### src/rtl/zelda_audio_pkg.sv
// Shared audio constants and FSM state type for the lullaby player.
// Used by the tone synthesizer and by the music sequencer note tables.
package zelda_audio_pkg;

   localparam int unsigned CLK_HZ         = 50_000_000;
   localparam int unsigned CW             = 28;
   // 50 ms articulation gap and 125 ms decay step at CLK_HZ
   localparam int unsigned GAP_CYCLES_DEF = CLK_HZ / 20;
   localparam int unsigned DECAY_CYC_DEF  = CLK_HZ / 8;
   localparam int unsigned VOL_W_DEF      = 3;

   typedef enum logic [1:0] {
      IDLE = 2'd0,
      PLAY = 2'd1,
      GAP  = 2'd2
   } audio_state_e;

endpackage

### src/rtl/tone_phase_counter.sv
// Tone divider: toggles the square-wave phase sq every half_period enabled cycles.
// Ports:
//   Clk, Reset   clock and synchronous active-high reset
//   half_period  cycles per half-period (1 toggles sq every enabled cycle)
//   clear        restarts the phase: counter and sq go to 0
//   enable       advance the divider this cycle
//   sq           square-wave phase
module tone_phase_counter
   import zelda_audio_pkg::*;
#(
   parameter int unsigned W = CW
) (
   input  logic         Clk,
   input  logic         Reset,
   input  logic [W-1:0] half_period,
   input  logic         clear,
   input  logic         enable,
   output logic         sq
);

   logic [W-1:0] tone_cnt;

   // Half-period counter; clear has priority so a new note always starts at phase 0
   always_ff @(posedge Clk) begin
      if (Reset || clear) begin
         tone_cnt <= '0;
         sq       <= 1'b0;
      end else if (enable) begin
         if (tone_cnt == half_period - W'(1)) begin
            tone_cnt <= '0;
            sq       <= ~sq;
         end else begin
            tone_cnt <= tone_cnt + W'(1);
         end
      end
   end

endmodule

### src/rtl/buzzer_tone_synth.sv
// Piezo tone synthesizer: plays one note at a time as a PWM-gated square wave
// followed by a silent articulation gap, with phase-clean note boundaries.
// Optional feature macro: ENVELOPE_DECAY_EN (volume decays one step every
// DECAY_CYC cycles of PLAY, floor 1 for a nonzero start volume).
// Ports:
//   Clk, Reset   clock and synchronous active-high reset
//   note_valid   1-cycle strobe: latch half_period/note_len/volume and start note
//   half_period  cycles per tone half-period, 0 = rest
//   note_len     note duration in cycles including the gap
//   volume       0 = mute, all ones = always on, else duty volume/2^VOL_W
//   Buzzer       registered gated square wave
//   busy         high while in PLAY or GAP
//   note_done    1-cycle pulse when a note's duration expires
module buzzer_tone_synth
   import zelda_audio_pkg::*;
#(
   parameter int unsigned GAP_CYCLES = GAP_CYCLES_DEF,
`ifdef ENVELOPE_DECAY_EN
   parameter int unsigned DECAY_CYC  = DECAY_CYC_DEF,
`endif
   parameter int unsigned VOL_W      = VOL_W_DEF
) (
   input  logic             Clk,
   input  logic             Reset,
   input  logic             note_valid,
   input  logic [CW-1:0]    half_period,
   input  logic [CW-1:0]    note_len,
   input  logic [VOL_W-1:0] volume,
   output logic             Buzzer,
   output logic             busy,
   output logic             note_done
);

   localparam logic [CW-1:0]    GAP_LEN = CW'(GAP_CYCLES);
   localparam logic [VOL_W-1:0] VOL_MAX = {VOL_W{1'b1}};

   audio_state_e     state;
   logic [CW-1:0]    dur_cnt;
   logic [CW-1:0]    hp_q;
   logic [CW-1:0]    len_q;
   logic [VOL_W-1:0] pwm_cnt;
   logic [VOL_W-1:0] vol_eff;
   logic             sq;

   logic [CW-1:0]    play_last_c;
   logic             gap_last_c;
   logic             pwm_on_c;
   logic             tone_clear_c;
   logic             tone_en_c;

   // Last PLAY cycle index; only meaningful when the note is longer than the gap
   assign play_last_c  = (len_q > GAP_LEN) ? (len_q - GAP_LEN - CW'(1)) : '0;
   // A zero-length note expires on its first GAP cycle instead of wrapping
   assign gap_last_c   = (len_q == '0) || (dur_cnt == len_q - CW'(1));
   assign pwm_on_c     = (vol_eff == VOL_MAX) || (pwm_cnt < vol_eff);
   assign tone_clear_c = note_valid || (state != PLAY);
   assign tone_en_c    = (state == PLAY) && (hp_q != '0);

   tone_phase_counter #(
      .W (CW)
   ) u_phase (
      .Clk         (Clk),
      .Reset       (Reset),
      .half_period (hp_q),
      .clear       (tone_clear_c),
      .enable      (tone_en_c),
      .sq          (sq)
   );

   // Note FSM, duration counter, free-running PWM counter and registered outputs
   always_ff @(posedge Clk) begin
      if (Reset) begin
         state     <= IDLE;
         dur_cnt   <= '0;
         hp_q      <= '0;
         len_q     <= '0;
         pwm_cnt   <= '0;
         busy      <= 1'b0;
         note_done <= 1'b0;
         Buzzer    <= 1'b0;
      end else begin
         pwm_cnt   <= pwm_cnt + VOL_W'(1);
         note_done <= 1'b0;
         Buzzer    <= (state == PLAY) && (hp_q != '0) && sq && pwm_on_c;
         if (note_valid) begin
            // New note preempts anything in flight, including a gap expiring now
            hp_q    <= half_period;
            len_q   <= note_len;
            dur_cnt <= '0;
            state   <= (note_len > GAP_LEN) ? PLAY : GAP;
            busy    <= 1'b1;
         end else begin
            case (state)
               IDLE: ;
               PLAY: begin
                  dur_cnt <= dur_cnt + CW'(1);
                  if (dur_cnt == play_last_c) begin
                     state <= GAP;
                  end
               end
               GAP: begin
                  dur_cnt <= dur_cnt + CW'(1);
                  if (gap_last_c) begin
                     state     <= IDLE;
                     busy      <= 1'b0;
                     note_done <= 1'b1;
                  end
               end
               default: begin
                  state <= IDLE;
                  busy  <= 1'b0;
               end
            endcase
         end
      end
   end

`ifdef ENVELOPE_DECAY_EN
   localparam int unsigned DW = (DECAY_CYC > 1) ? $clog2(DECAY_CYC) : 1;

   logic [DW-1:0] decay_cnt;

   // Envelope: reload on note start, step down every DECAY_CYC PLAY cycles
   always_ff @(posedge Clk) begin
      if (Reset) begin
         decay_cnt <= '0;
         vol_eff   <= '0;
      end else if (note_valid) begin
         decay_cnt <= '0;
         vol_eff   <= volume;
      end else if (state == PLAY) begin
         if (decay_cnt == DW'(DECAY_CYC - 1)) begin
            decay_cnt <= '0;
            if (vol_eff > VOL_W'(1)) begin
               vol_eff <= vol_eff - VOL_W'(1);
            end
         end else begin
            decay_cnt <= decay_cnt + DW'(1);
         end
      end
   end
`else
   // Constant volume for the whole note
   always_ff @(posedge Clk) begin
      if (Reset) begin
         vol_eff <= '0;
      end else if (note_valid) begin
         vol_eff <= volume;
      end
   end
`endif

endmodule

### config.mk
export PLATFORM = sky130hd
export DESIGN_NAME = buzzer_tone_synth
export DESIGN_NICKNAME = d
export VERILOG_FILES = /design/src/rtl/zelda_audio_pkg.sv /design/src/rtl/tone_phase_counter.sv /design/src/rtl/buzzer_tone_synth.sv
export SDC_FILE = /design/constraint.sdc
export NUM_CORES = 1
export LEC_CHECK = 0
export CORE_MARGIN = 4
export CORE_UTILIZATION = 40
export CTS_CLUSTER_DIAMETER = 100
export CTS_CLUSTER_SIZE = 20
export DETAILED_ROUTE_END_ITERATION = 8
export HOLD_SLACK_MARGIN = 0.1
export SKIP_CTS_REPAIR_TIMING = 1
export SLEW_MARGIN = 5
export SYNTH_ARGS = -nofsm -noshare
export SYNTH_HDL_FRONTEND = slang
export SYNTH_SLANG_ARGS = --single-unit
### constraint.sdc
create_clock -name Clk -period 3.8 [get_ports Clk]
set_input_delay 0.76 -clock Clk [delete_from_list [all_inputs] [get_ports Clk]]
set_output_delay 0.76 -clock Clk [all_outputs]
set_load 0.02 [all_outputs]
Fig. 1: run 1, cells by drive strength
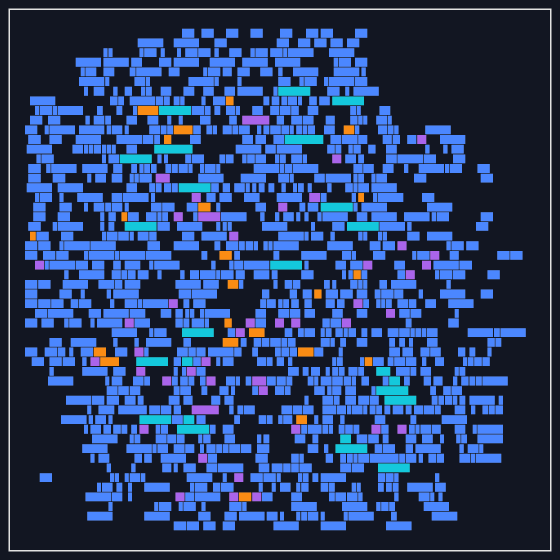
legend:
  drive 2:
    colour: orange
    cells: 22
  drive 3 to 4:
    colour: purple
    cells: 44
  drive 1 or less:
    colour: blue
    cells: 1014
  drive 6 and up:
    colour: cyan
    cells: 24

Fig. 2: run 1, met3 routing
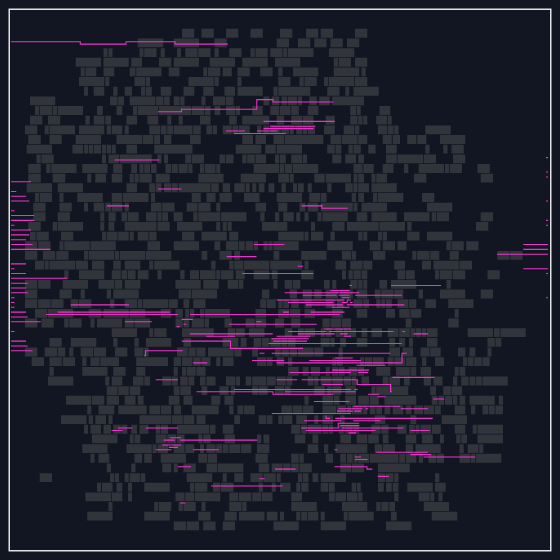
nets with wire on the layer: 127
main direction: horizontal
share of all routed wire: 6.6%
longest straight run: 41.9 µm

==> impl_metrics.tcl, run 1 <==
# flow metrics
set metrics [dict create \
    status "complete, no violations" \
    slew_violations 0 \
    die_area_um2 23100 \
    drive_above_1_share 0.0815 \
    post-route-drc-count 0 \
    grt_pass1_vias 7078 \
    portBuffers 64 \
    ioPinCount 65 \
    fp_nets 1114 \
    worstReg2RegStart "len_q[1]$_SDFFE_PP0P_" \
    path_class "flop to flop" \
    avgViaCountPerCell 5.54 \
    hold_end "pwm_cnt[0]$_SDFF_PP0_" \
    hold_path.class "flop to flop" \
    numPlacedInstances 1342 \
    setup-violations-final 0 \
    seq_share 0.253 \
    synth-xor-area-share 0.147 \
    cap_violations 0 \
    ys_sh_aoi 0.133 \
    clkLatencyLatePin_ps 430 \
    cts_root_buf "clkbuf_16" \
    die_w_um 152 \
    critPathArrivalTime_ps 3920 \
    power.switching_mw 1.12 \
    fin_crit_ps 3610 \
    fmax_ghz 0.277 \
    buffers_excl_clock 96 \
    filler_cell_count 2023 \
    ant_nets 0 \
    p_leak_nw 3.67 \
    netlist_area_um2 8300 \
    grt.met3_usage 0.0435 \
    switching_share 0.297 \
    grt_pass1_wl_um 38100 \
    hold_depth 1 \
    reg2reg_slack_ps 190 \
    ys_sh_adder 0.0178 \
    vias 7612 \
    powerDensity_nw_per_um2 382 \
    dr.pass1.iters 6 \
    logic_area_um2 5440 \
    hold_path_startpoint "pwm_cnt[0]$_SDFF_PP0_" \
    irDropWorstVdd_v 0.000291 \
    path_common_cell "a21oi_1" \
    top_cells_by_count "170 x nor2_1, 124 x dfxtp_1, 69 x mux2i_1, 69 x xnor2_1, 65 x xor2_1" \
    fin_worst_skew_ps 7.70 \
    critPathLaunchType "flop" \
    nWellTaps 270 \
    ff_count 124 \
    max_slew.worst_pin.slew_ps 797 \
    required_ps 4120 \
    grtUsageMet1 0.306 \
    wl_um 23600 \
    cpLargestDelayFamily "AND-OR/OR-AND gates" \
    cts_tree "built" \
    internal_power_mw 2.64 \
    track_usage 0.201 \
    lay_top_count "nor2_1" \
    antenna_cells 0 \
    comb_area_frac 0.553 \
    core_um2 20300 \
    synth-main-ff-cell "dfxtp_1" \
    mux_area_frac 0.0832 \
    top_cell "nor2_1" \
    cts_max_level 4 \
    fin_area_um2 9830 \
    rr_worst_depth 12 \
    worstPathMaxFanout 6 \
    grt_setup_unrepaired "no" \
    nonClkBufAreaFrac 0.0888 \
    simple_gate_area_frac 0.273 \
    largest_class "logic gates" \
    core.rowCount 52 \
    slew_headroom 0.469 \
    slowest_stage "or4b_1" \
    gp_congestion 0.958 \
    pwr-share-clk 0.437 \
]
Fig. 3: run 1, congestion heat map
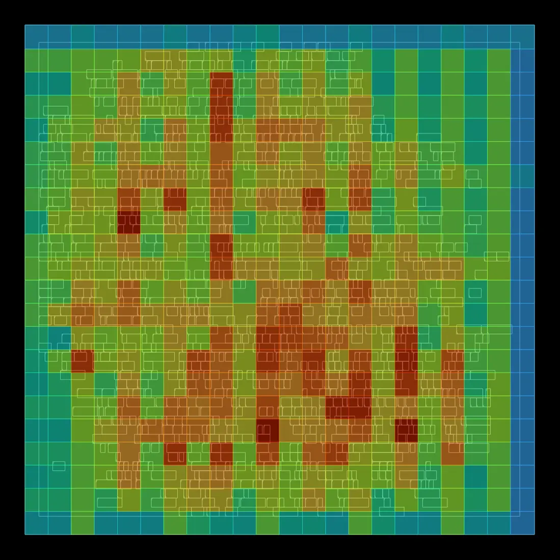
Util after Layout: 0.484
drt wl/cell: 17.2 µm
met2 usage: 0.283
GR peak layer: met1

## run 1: worst max path at each step
stage	start	end	slack, ps	depth (start not counted)
6_report	len_q[1]$_SDFFE_PP0P_	state[0]$_SDFFE_PP0P_	190	12
5_1_grt	len_q[1]$_SDFFE_PP0P_	state[1]$_SDFFE_PP0P_	10	12
4_1_cts	hp_q[4]$_SDFFE_PP0P_	u_phase.tone_cnt[0]$_SDFFE_PP0P_	160	10
3_5_place_dp	note_len[15]	state[0]$_SDFFE_PP0P_	60	10
3_3_place_gp	note_len[15]	state[0]$_SDFFE_PP0P_	220	10
2_1_floorplan	len_q[0]$_SDFFE_PP0P_	state[0]$_SDFFE_PP0P_	610	14
## run 1: routing by layer
layer  routed length (µm)  up-vias
met4                  371        0
met5                    0        -
li1                     -     3790
met1                11900     3525
met3                 1550       29
met2                 9770      268
Fig. 4: run 1, routed clock nets over the placement
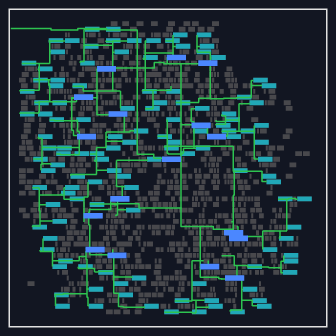

--- run 2 (diff from run 1) ---
==> constraint.sdc (replaced) <==
create_clock -name Clk -period 3.4 [get_ports Clk]
set_input_delay 0.68 -clock Clk [delete_from_list [all_inputs] [get_ports Clk]]
set_output_delay 0.68 -clock Clk [all_outputs]
set_load 0.02 [all_outputs]
Fig. 5: run 2, routed clock nets over the placement
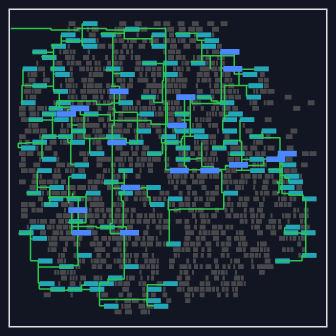
legend:
  cells driving clock nets:
    colour: blue
    count: 17
  clock wires:
    colour: green
    length: 1920 µm
  flip-flops:
    colour: cyan
    count: 124
flops lie: spread over the die
routed clock nets: 18

Fig. 6: run 2, congestion heat map
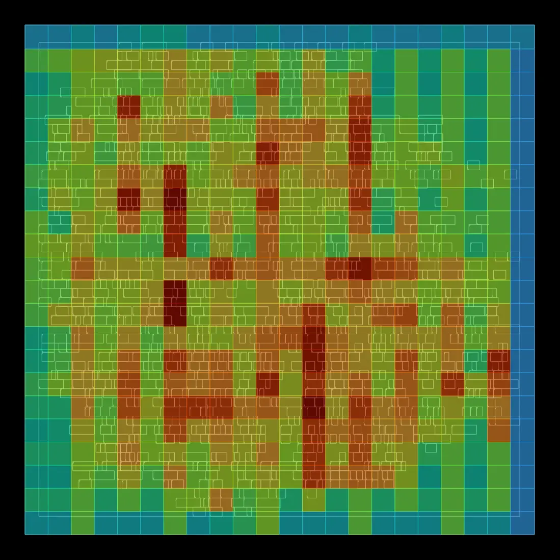
Util after Layout: 0.509
GR met1 Demand/Resource: 0.307

Fig. 7: run 2, met3 routing
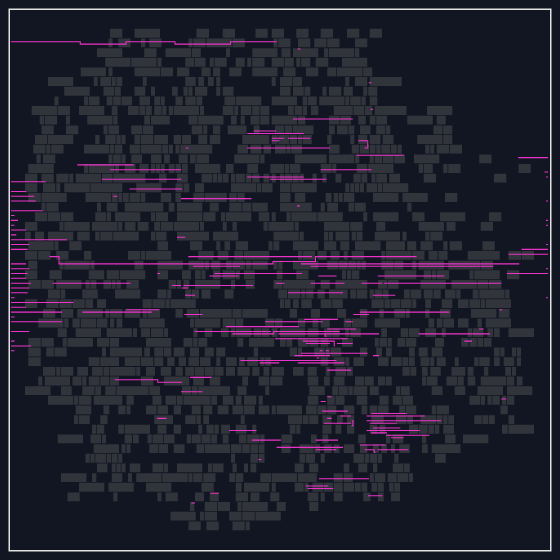
longest straight run: 61.2 µm
share of all routed wire: 6.3%
main direction: horizontal
wire length on this layer: 1540 µm
nets with wire on the layer: 121

==> run 2 against run 1 <==
Compared with the run above: maximum frequency up 12%; die size did not move; register-to-register slack worse by 20 ps; clock skew is 7.5 ps higher; largest cell class unchanged.
==> impl_metrics.tcl, run 2 <==
# flow metrics
set metrics [dict create \
    p_leak_nw 3.98 \
    core_um2 20300 \
    filler_cell_count 1957 \
    irDropWorstVdd_v 0.000321 \
    fin_area_um2 10300 \
    lay_top_count "nor2_1" \
    top_cell "nor2_1" \
    drive_above_1_share 0.134 \
    ff_count 124 \
    netlist_area_um2 8300 \
    grt_pass1_vias 7394 \
    powerDensity_nw_per_um2 413 \
    vias 7886 \
    cpLargestDelayFamily "AND-OR/OR-AND gates" \
    hold_path_startpoint "pwm_cnt[0]$_SDFF_PP0_" \
    nWellTaps 270 \
    cts_max_level 4 \
    worstReg2RegStart "len_q[14]$_SDFFE_PP0P_" \
    wl_um 24600 \
    nonClkBufAreaFrac 0.129 \
    required_ps 3710 \
    synth-xor-area-share 0.147 \
    critPathArrivalTime_ps 3530 \
    fin_crit_ps 3220 \
    synth-main-ff-cell "dfxtp_1" \
    setup-violations-final 0 \
    fp_nets 1114 \
    portBuffers 64 \
    ioPinCount 65 \
    die_area_um2 23100 \
    status "complete, no violations" \
    slowest_stage "a2111oi_0" \
    comb_area_frac 0.532 \
    ys_sh_adder 0.0178 \
    fmax_ghz 0.310 \
    critPathLaunchType "flop" \
    hold_path.class "flop to flop" \
    die_w_um 152 \
    fin_worst_skew_ps 15.2 \
    slew_violations 0 \
    max_slew.worst_pin.slew_ps 641 \
    seq_share 0.240 \
    clkLatencyLatePin_ps 420 \
    simple_gate_area_frac 0.273 \
]
-- run 2: cell counts after synthesis --
Identical to the previous run, type by type.
-- run 2: layer usage --
metal	up-vias	track usage	wire, µm
met5	-	0	0
met4	0	0.0634	454
met3	33	0.0469	1540
met2	253	0.303	10400
met1	3700	0.307	12200
li1	3900	-	-
-- run 2: final timing paths --
kind / endpoint / slack, ps / cells past startpoint
min reg2reg: pwm_cnt[0]$_SDFF_PP0_ / 450 / 1
max reg2reg: state[0]$_SDFFE_PP0P_ / 180 / 11
min: pwm_cnt[0]$_SDFF_PP0_ / 450 / 1
max: state[0]$_SDFFE_PP0P_ / 180 / 11
-- run 2: power by group --
part	switching [mW]	internal (mW)
clock	0.772	1.03
sequential	0.0550	1.50
combinational	0.474	0.428
total	1.30	2.96
Fig. 8: run 2, cells by drive strength
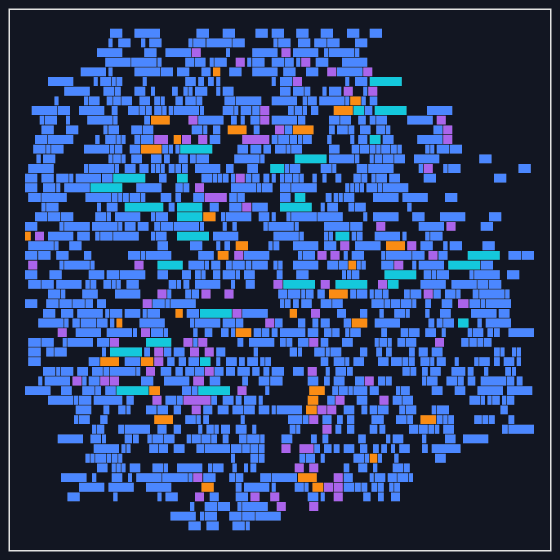

--- run 3 (diff from run 2) ---
--- a/config.mk
+++ b/config.mk
@@ -6,7 +6,7 @@
 export NUM_CORES = 1
 export LEC_CHECK = 0
 export CORE_MARGIN = 4
-export CORE_UTILIZATION = 40
+export CORE_UTILIZATION = 35
 export CTS_CLUSTER_DIAMETER = 100
 export CTS_CLUSTER_SIZE = 20
 export DETAILED_ROUTE_END_ITERATION = 8
Fig. 9: run 3, cells by drive strength
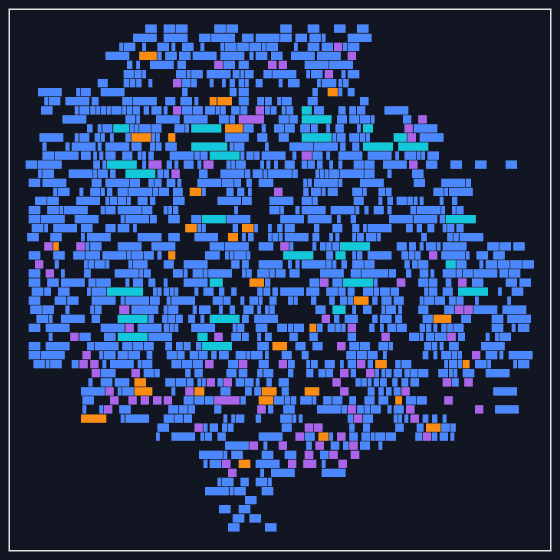
legend:
  drive 3 to 4:
    colour: purple
    cells: 92
  drive 6 and up:
    colour: cyan
    cells: 29
  drive 1 or less:
    colour: blue
    cells: 1004
  drive 2:
    colour: orange
    cells: 31

Fig. 10: run 3, congestion heat map
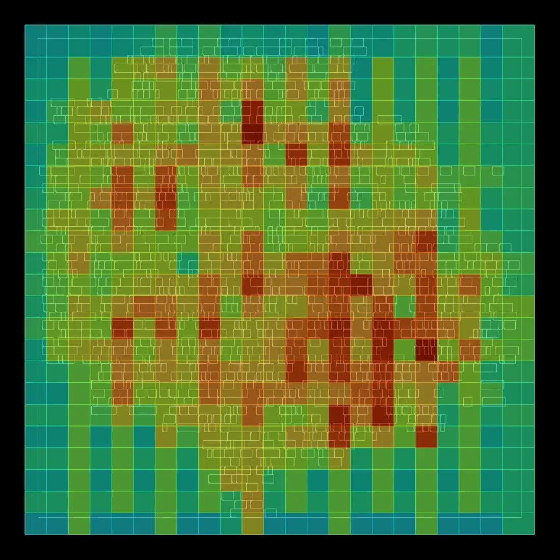
gr usage total: 0.189
met2 usage: 0.279
met3 usage: 0.0497
Util after Layout: 0.443

==> run 3 against run 2 <==
Compared with the run above: utilization down 6.6 points; area after synthesis unchanged; sequential power barely moved; count of clock-buffer cells in the layout is 1 higher; wire length rose by 0.64%; clock skew shrank 1.9 ps; total power rose by 1.9%; global-route usage fell by 2.0 points; highest routed layer unchanged.
==> impl_metrics.tcl, run 3 <==
# flow metrics
set metrics [dict create \
    fp_nets 1114 \
    slowest_stage "or4_1" \
    die_w_um 162 \
    fmax_ghz 0.314 \
    busiest_layer "met2" \
    wl_met1_um 12200 \
    antenna_cells 0 \
    hold_path.class "flop to flop" \
    rr_endpoint "u_phase.tone_cnt[12]$_SDFFE_PP0P_" \
    wl_met2_um 10500 \
    comb_power_share 0.206 \
    placed_cell_area_um2 9700 \
    hold_depth 1 \
    yosys_warnings 0 \
    lay_top_count "nor2_1" \
    grt_pass1_vias 7452 \
    ioPinCount 65 \
    hold_end "pwm_cnt[0]$_SDFF_PP0_" \
    largest_area_cell "dfxtp_1" \
    status "complete, no violations" \
    pwr-share-clk 0.435 \
    fin_area_um2 10400 \
    gp_congestion 0.972 \
    startpoint "hp_q[3]$_SDFFE_PP0P_" \
    hold_path_startpoint "pwm_cnt[0]$_SDFF_PP0_" \
    netlist_area_um2 8300 \
    grtUsageMet1 0.274 \
    core.rowCount 56 \
    powerDensity_nw_per_um2 419 \
    rr_worst_depth 12 \
    max_slew.worst_pin.slew_ps 548 \
    worstSetupEndpoint "u_phase.tone_cnt[12]$_SDFFE_PP0P_" \
    clk-power_mw 1.89 \
    p_leak_nw 3.96 \
    power.switching_mw 1.29 \
    post-route-drc-count 0 \
    avgViaCountPerCell 5.37 \
    cts_max_level 4 \
    die_area_um2 26200 \
    top_cells_by_count "170 x nor2_1, 124 x dfxtp_1, 69 x mux2i_1, 69 x xnor2_1, 65 x xor2_1" \
    required_ps 3710 \
    setup-violations-final 0 \
    wire_per_inst_um 16.8 \
    ant_nets 0 \
    slew_headroom 0.625 \
    cap_violations 0 \
    wl_met3_um 1660 \
    p_comb_mw 0.894 \
    worstReg2RegStart "hp_q[3]$_SDFFE_PP0P_" \
    irDropWorstVdd_v 0.000275 \
    slew_violations 0 \
    worstPathMaxFanout 27 \
    vias 7915 \
    internal_power_mw 3.05 \
    fin_worst_skew_ps 13.3 \
    cts_tree "built" \
    critPathLaunchType "flop" \
    worstSetupPathDepth 12 \
    wl_um 24700 \
    power_frac_seq 0.359 \
    fin_crit_ps 3190 \
    numPlacedInstances 1443 \
    path_common_cell "nand3_2" \
    critPathArrivalTime_ps 3500 \
    top_cell "nor2_1" \
    switching_share 0.298 \
    cts_root_buf "clkbuf_16" \
    grt_setup_unrepaired "no" \
    sequentialPower_mw 1.56 \
    path_class "flop to flop" \
    core_um2 23400 \
    clkLatencyLatePin_ps 430 \
    portBuffers 64 \
    top_layer "met4" \
    reg2reg_slack_ps 210 \
    drive_above_1_share 0.131 \
    grt_pass1_wl_um 40300 \
    dr.pass1.iters 5 \
    yosysChipArea_um2 8300 \
    synth-main-ff-cell "dfxtp_1" \
    nets 1216 \
]
Fig. 11: run 3, logic cells by family
Scale bar: 50 µm.
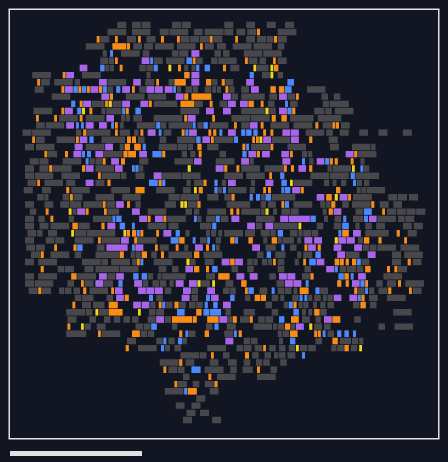
legend:
  XOR/XNOR gates:
    colour: purple
    cells: 136
  inverters:
    colour: yellow
    cells: 30
  NAND gates:
    colour: blue
    cells: 135
  NOR gates:
    colour: orange
    cells: 243

run 3: kinds of logic after synthesis:
logic type | after synthesis | synth area share
buffers and inverters | 95 | 0.0472
XOR/XNOR | 136 | 0.147
AND-OR/OR-AND | 161 | 0.133
adder cells (fa/ha/maj) | 12 | 0.0178
flip-flops | 124 | 0.299
AND/OR/NAND/NOR | 444 | 0.273
multiplexers | 69 | 0.0832
run 3: area by class of cell:
class                      count  area [µm²]
clock inverter                14         171
fill                        2403       13000
multi-input combinational    822        5480
sequential                   124        2480
clock buffer                  18         439
timing repair buffer         148        1280
tap                          319         399
inverter                      30         113
Power is estimated from default activity; no workload was simulated.
